==> config.mk <==
export PLATFORM = sky130hd
export DESIGN_NAME = noc_mesh_router
export DESIGN_NICKNAME = d
export VERILOG_FILES = /design/src/rtl/noc_mesh_router.sv
export SDC_FILE = /design/constraint.sdc
export NUM_CORES = 2
export LEC_CHECK = 0
export CORE_ASPECT_RATIO = 1.25
export CORE_MARGIN = 1.5
export CORE_UTILIZATION = 30
export DETAILED_ROUTE_END_ITERATION = 12
export GPL_TIMING_DRIVEN = 1
export PLACE_DENSITY = 0.51
export SYNTH_ARGS = -nofsm -noshare
export SYNTH_HDL_FRONTEND = slang
export SYNTH_SLANG_ARGS = --single-unit
==> constraint.sdc <==
create_clock -name clk -period 13.2 [get_ports clk]
set_clock_uncertainty 0.1 [all_clocks]
set_input_delay 1.98 -clock clk [delete_from_list [all_inputs] [get_ports clk]]
set_output_delay 1.98 -clock clk [all_outputs]
set_load 0.02 [all_outputs]
**Power grid**

Pins as bars on the die edge. Tap cells in gray.
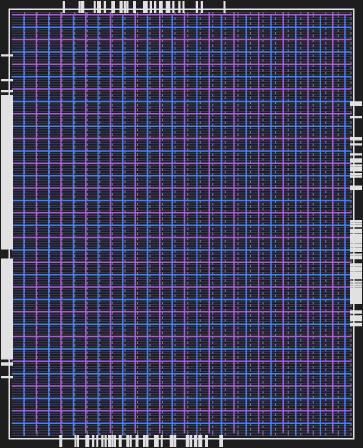
Key: VSS = blue; VDD = purple
2335 tap cells. 27 straps on met4. The core has 171 rows. 172 met1 rails follow the rows.
Core ar.: 174000 um^2

**Cell classes on the final placement**

The bar under the picture is 100 um long.
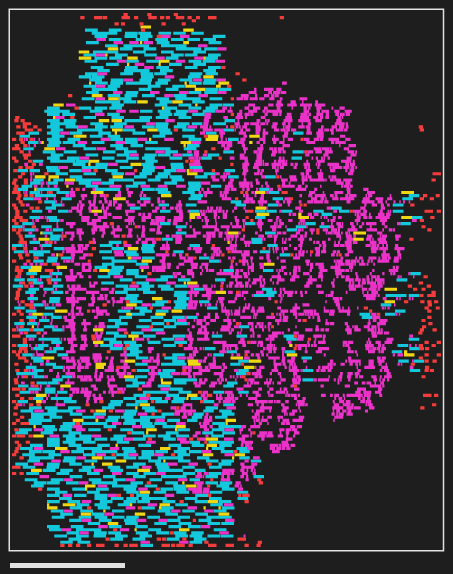
Key: combinational and other logic = magenta [cells 3172]; sequential cells = cyan [cells 925]; remaining buffers and delay cells = red [cells 449]; clock drivers and dummy loads = yellow [cells 179]
final instance area: 62100 um^2
fraction of area in registers: 0.427
Core Rows: 171
utilization of the core after routing: 0.358

**Clock wires, drivers and flops**

The bar under the picture is 100 um long.
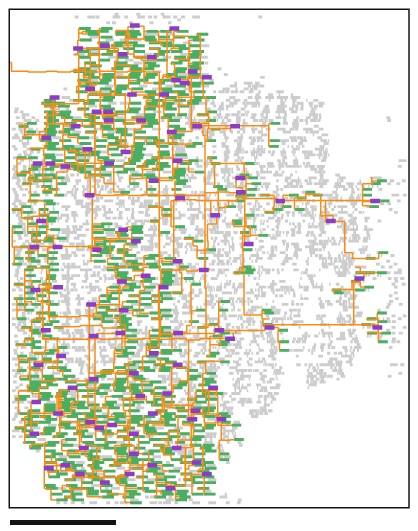
Key: clock drivers = purple [count 97]; clock wires = orange [length 12600 um]; flip-flops = green [count 925]
There are 98 routed clock nets.

**Clock nets**

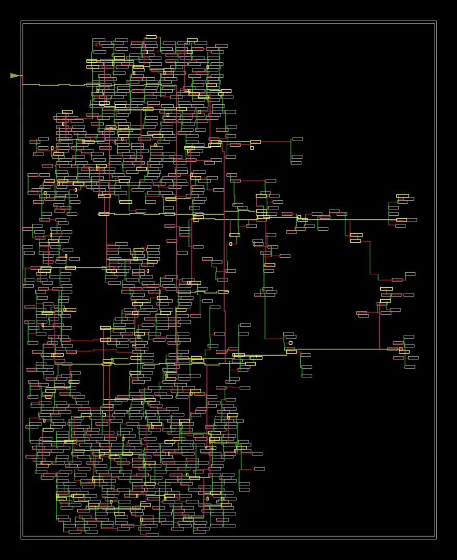
Num CTS Buffers: 97
total of clock buffers placed in the layout: 120
flip-flops: 925
clock tree sinks: 925

==> flow report <==
OUTCOME
--------------------------------------------------------------------------------------
Result of the run .......................................................    completed

CRITICAL PATH
--------------------------------------------------------------------------------------
Required @ worst endpoint ...............................................     13.42 ns
Kind of end point of the critical path ..................................    flip-flop
Critical-path cell with the highest stage delay ......................... sky130_fd_sc_hd__and2_2
Critical path start-end classification ..................................      reg2reg
Worst-path fanout max ...................................................           44
Logic depth of the worst register-to-register path ......................           26
Count of buffer and inverter cells on the critical path .................            5
Arr. time, crit path ....................................................     10.39 ns

CELLS AND AREA
--------------------------------------------------------------------------------------
Number of buffers outside the clock class in the layout .................          449
Layout cells sized above 1 ..............................................        0.133
Footprint of the flip-flops and latches .................................   26600 um^2
Final std cells w/o fill ................................................         7068
Area growth from synthesis to layout ....................................        18.6%

FLOORPLAN
--------------------------------------------------------------------------------------
Number of I/O pins ......................................................          366
Horizontal die size .....................................................       377 um

YOSYS
--------------------------------------------------------------------------------------
Number of warnings printed during yosys synthesis .......................            0
Yosys top cell area share ...............................................        0.390
MUX area fraction .......................................................        0.142
Mapped Nets .............................................................         4744
Top cells by count, synth ............................................... sky130_fd_sc_hd__edfxtp_1, sky130_fd_sc_hd__nand2_1, sky130_fd_sc_hd__dfrtp_1, sky130_fd_sc_hd__mux4_2, sky130_fd_sc_hd__a21oi_1
Top post-synthesis cells by area ........................................ sky130_fd_sc_hd__edfxtp_1, sky130_fd_sc_hd__dfrtp_1, sky130_fd_sc_hd__mux4_2
Synthesized registers ...................................................          925
Chip area line of the yosys report ......................................   52400 um^2
Fraction of synthesis flops using an asynchronous set or reset pin ......        0.265
Area share of xor/xnor cells in the synthesized design ..................      0.00652
Mean cell area of the mapped netlist ....................................    12.0 um^2
Mapped Cells ............................................................         4362
FA/HA/MAJ Cells, Area Fraction ..........................................       0.0476

HOLD PATH
--------------------------------------------------------------------------------------
Number of cells traversed by the worst hold path ........................            2

STA
--------------------------------------------------------------------------------------
Setup repair after global routing missed its margin .....................        false
Slew of the pin with the lowest slew margin .............................      1.26 ns
Number of failing hold endpoints at the final stage .....................            0
Maximum clock frequency .................................................   0.0984 GHz
Tcrit/Tclk final ........................................................        0.770
Relative slew margins ...................................................        0.149

DETAILED ROUTING
--------------------------------------------------------------------------------------
Detailed-route vias per instance ........................................         5.68

PLACEMENT
--------------------------------------------------------------------------------------
Weighted congestion reported at the end of routability-driven placement .        0.973

FLOW RUN
--------------------------------------------------------------------------------------
Max cap viols ...........................................................            0

GLOBAL ROUTE
--------------------------------------------------------------------------------------
Largest net degree at the start of global routing .......................           78

[metal layers]
metal | wire, um | vias to the layer above | track usage | part of all wire
li1 | - | 17569 | - | -
met1 | 83900 | 20273 | 0.297 | 0.41
met2 | 90200 | 1871 | 0.344 | 0.44
met3 | 17500 | 393 | 0.0508 | 0.086
met4 | 11300 | 44 | 0.112 | 0.056
met5 | 306 | - | 0 | 0.0015
[cells by family (layout without fill, tap and decap cells)]
logic type	Yosys count	after routing
multiplexers	445	445
flip-flops	925	925
AND/OR/NAND/NOR	1107	1107
buffers and inverters	462	825
AND-OR/OR-AND	1188	1188
XOR/XNOR	39	39
other	0	8
adder cells (fa/ha/maj)	196	196
